### Placed standard cells, run 1

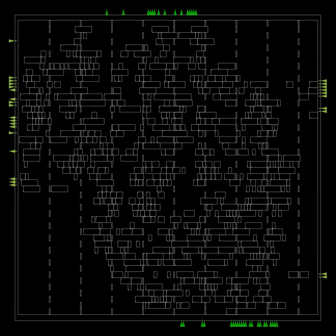
### Nets reached from selected ports, run 1

Scale: 2 px per um.
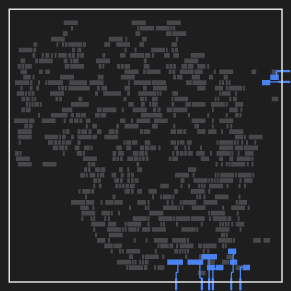
### Pin placement, run 1

Scale: 3 px per um. Pins as bars across the die edge, other pins in gray.
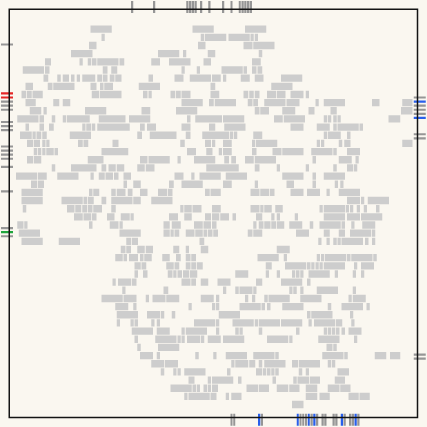
Design mac_arbiter, sky130hd; sources not shown.
==> results.txt, run 1 <==
fresh numbers from the pnr run: ANT cells 0, met3 WL 504 um, part of the power in registers 0.179, nets 719, CP arrival 7.48 ns, Worst Path Required 8.53 ns, Synth Net Count 725, Top delay family on crit path adder cells, slowest CP cell a211oi_1, VDD IR max 0.000124 V, post-route cell area 5430 um^2, busiest layer in global routing met2, Clock Skew 0.00776 ns, comb area leader adder cells, 1st-iter DRT viols 187, tool warnings 26, register share after synthesis 0.196, residual DRC count 0, first-pass GRT wire length 21900 um, Routed wire per std cell 16.1 um, status completed, unique cell type count in the Yosys netlist 59, Hold Path Class flop to flop, GRT Residual Overflow 0, cycle use final 0.874, RSZ-0062 raised after global routing false, Min Hold Slack 0.469 ns, share of layout cells above drive strength 1 0.0659, Sink Count 49, area reported by Yosys stat 5000 um^2, Main synth FF type dfxtp_1, stages on the worst setup path 18, synthesized area 5000 um^2, clock share of power 0.167, r2r setup slk 1.77 ns, post-CTS sizing 0, Max Slew Vio Count 0, Area growth, synth to finish 8.66%, Final WS setup 1.05 ns, fin crit period 7.25 ns, via-per-instance ratio 5.01, Chip Area 18400 um^2, Bufs on Longest Clock Path 2, yosys aoi share 0.163, drt pass-1 iters 5, crit-path max cell delay 0.61 ns, Rows 48, M1 wire length 6050 um, Hold Buf Count CTS 0
Back to the opening pictures, 'Placed standard cells':
n_taps: 225
flop count: 49
Finished Core Util: 0.313
core area: 17400 um^2
sequential cell area share: 0.181

Back to the opening pictures, 'Nets reached from selected ports':
| port | color | direction | end cells | buffers | wire |
|---|---|---|---|---|---|
| `b0` | blue | input | 13 | 0 | 88.1 um |
IO Count: 65
I/O Buffers: 0

Back to the opening pictures, 'Pin placement':
| port | color | pins | direction | edge |
|---|---|---|---|---|
| `busy` | green | 1 | output | west |
| `last` | red | 2 | input | west |
| `b0` | blue | 8 | input | 6 south, 2 east |
Die Y: 136 um
die width: 136 um

[run 1: area by class of cell]
cell class / instances / area, um^2
inverter: 107 / 402
clock inverter: 3 / 65.1
fill: 1818 / 11900
tap: 225 / 282
clock buffer: 5 / 125
multi-input combinational: 420 / 3510
sequential: 49 / 982
timing repair buffer: 8 / 60.1
[run 1: tightest hold or removal path: stages (launching register included)]
cell and delay (ns):
dfxtp_1 0.31, nand3_1 0.06, a21oi_1 0.06
[run 1: power groups by stage]
stage / combinational (mW) / sequential, mW / clock (mW)
finish: 1.03 / 0.282 / 0.263
global route: 1.20 / 0.284 / 0.276
CTS: 1.04 / 0.283 / 0.266
detailed placement: 1.02 / 0.288 / 0
global placement: 1.03 / 0.288 / 0
floorplan: 0.793 / 0.278 / 0
==> run 1 -> run 2 <==
CTS_CLUSTER_SIZE = 25   (was unset)
### Nets reached from selected ports, run 2

Scale: 2 px per um.
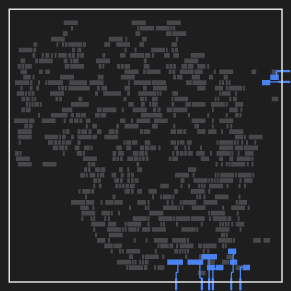

### Logic cells by family, run 2

Scale: 3 px per um.
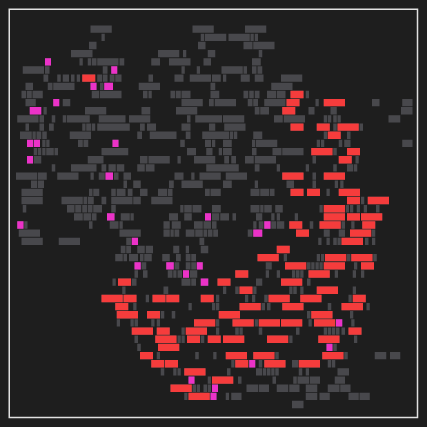
| family | color | cells | most used |
|---|---|---|---|
| and/or cells | magenta | 28 | and3_1 |
| fa/ha/maj cells | red | 88 | fa_1 |
Finished Layout Cells: 817
Comb area share: 0.647
dominant logic cell type in the layout: inv_1

==> run 2 against run 1 <==
Effect of this change: clock skew is the same; critical path depth is the same; final cell count did not move; flip-flop count did not move; final area unchanged; global-route usage did not move; core utilization is the same; sequential share of layout area is the same; critical path type unchanged; critical endpoint unchanged.
==> results.txt, run 2 <==
fresh numbers from the pnr run: status completed, cycle use final 0.874, logic area 3510 um^2, CP arrival 7.48 ns, crit-path max cell delay 0.61 ns, slowest CP cell a211oi_1, unique cell type count in the Yosys netlist 59, synthesized area 5000 um^2, area reported by Yosys stat 5000 um^2, busiest layer in global routing met2, Die Y 136 um, ANT cells 0, Sink Count 49, Comb group 1.03 mW, IO Count 65, core area 17400 um^2, Max Slew Vio Count 0, 1st-iter DRT viols 187, residual DRC count 0, Worst Path Required 8.53 ns, Seq group 0.282 mW, r2r setup slk 1.77 ns, die width 136 um, nets 719, M1 wire length 6050 um, tool warnings 26, Hold Buf Count CTS 0, Chip Area 18400 um^2, I/O Buffers 0
## run 2: cell counts after synthesis
No cell type changed its count.
## run 2: final cells by class
class | instances | share of cell area
tap | 225 | 0.0518
multi-input combinational | 420 | 0.647
sequential | 49 | 0.181
clock buffer | 5 | 0.0230
inverter | 107 | 0.0740
timing repair buffer | 8 | 0.0111
clock inverter | 3 | 0.0120
## run 2: through the flow
step | area [um^2] | hold slack (ns) | power [mW] | utilization | setup WS [ns]
finish | 5430 | 0.469 | 1.57 | 0.313 | 1.05
global route | 5430 | 0.498 | 1.76 | 0.313 | 0.671
CTS | 5430 | 0.471 | 1.58 | 0.313 | 1.06
detailed placement | 5240 | 0.462 | 1.31 | 0.302 | 0.785
global placement | 5240 | 0.453 | 1.32 | 0.302 | 0.802
floorplan | 5000 | 0.446 | 1.07 | - | 1.61
Power is estimated from default activity; no workload was simulated.
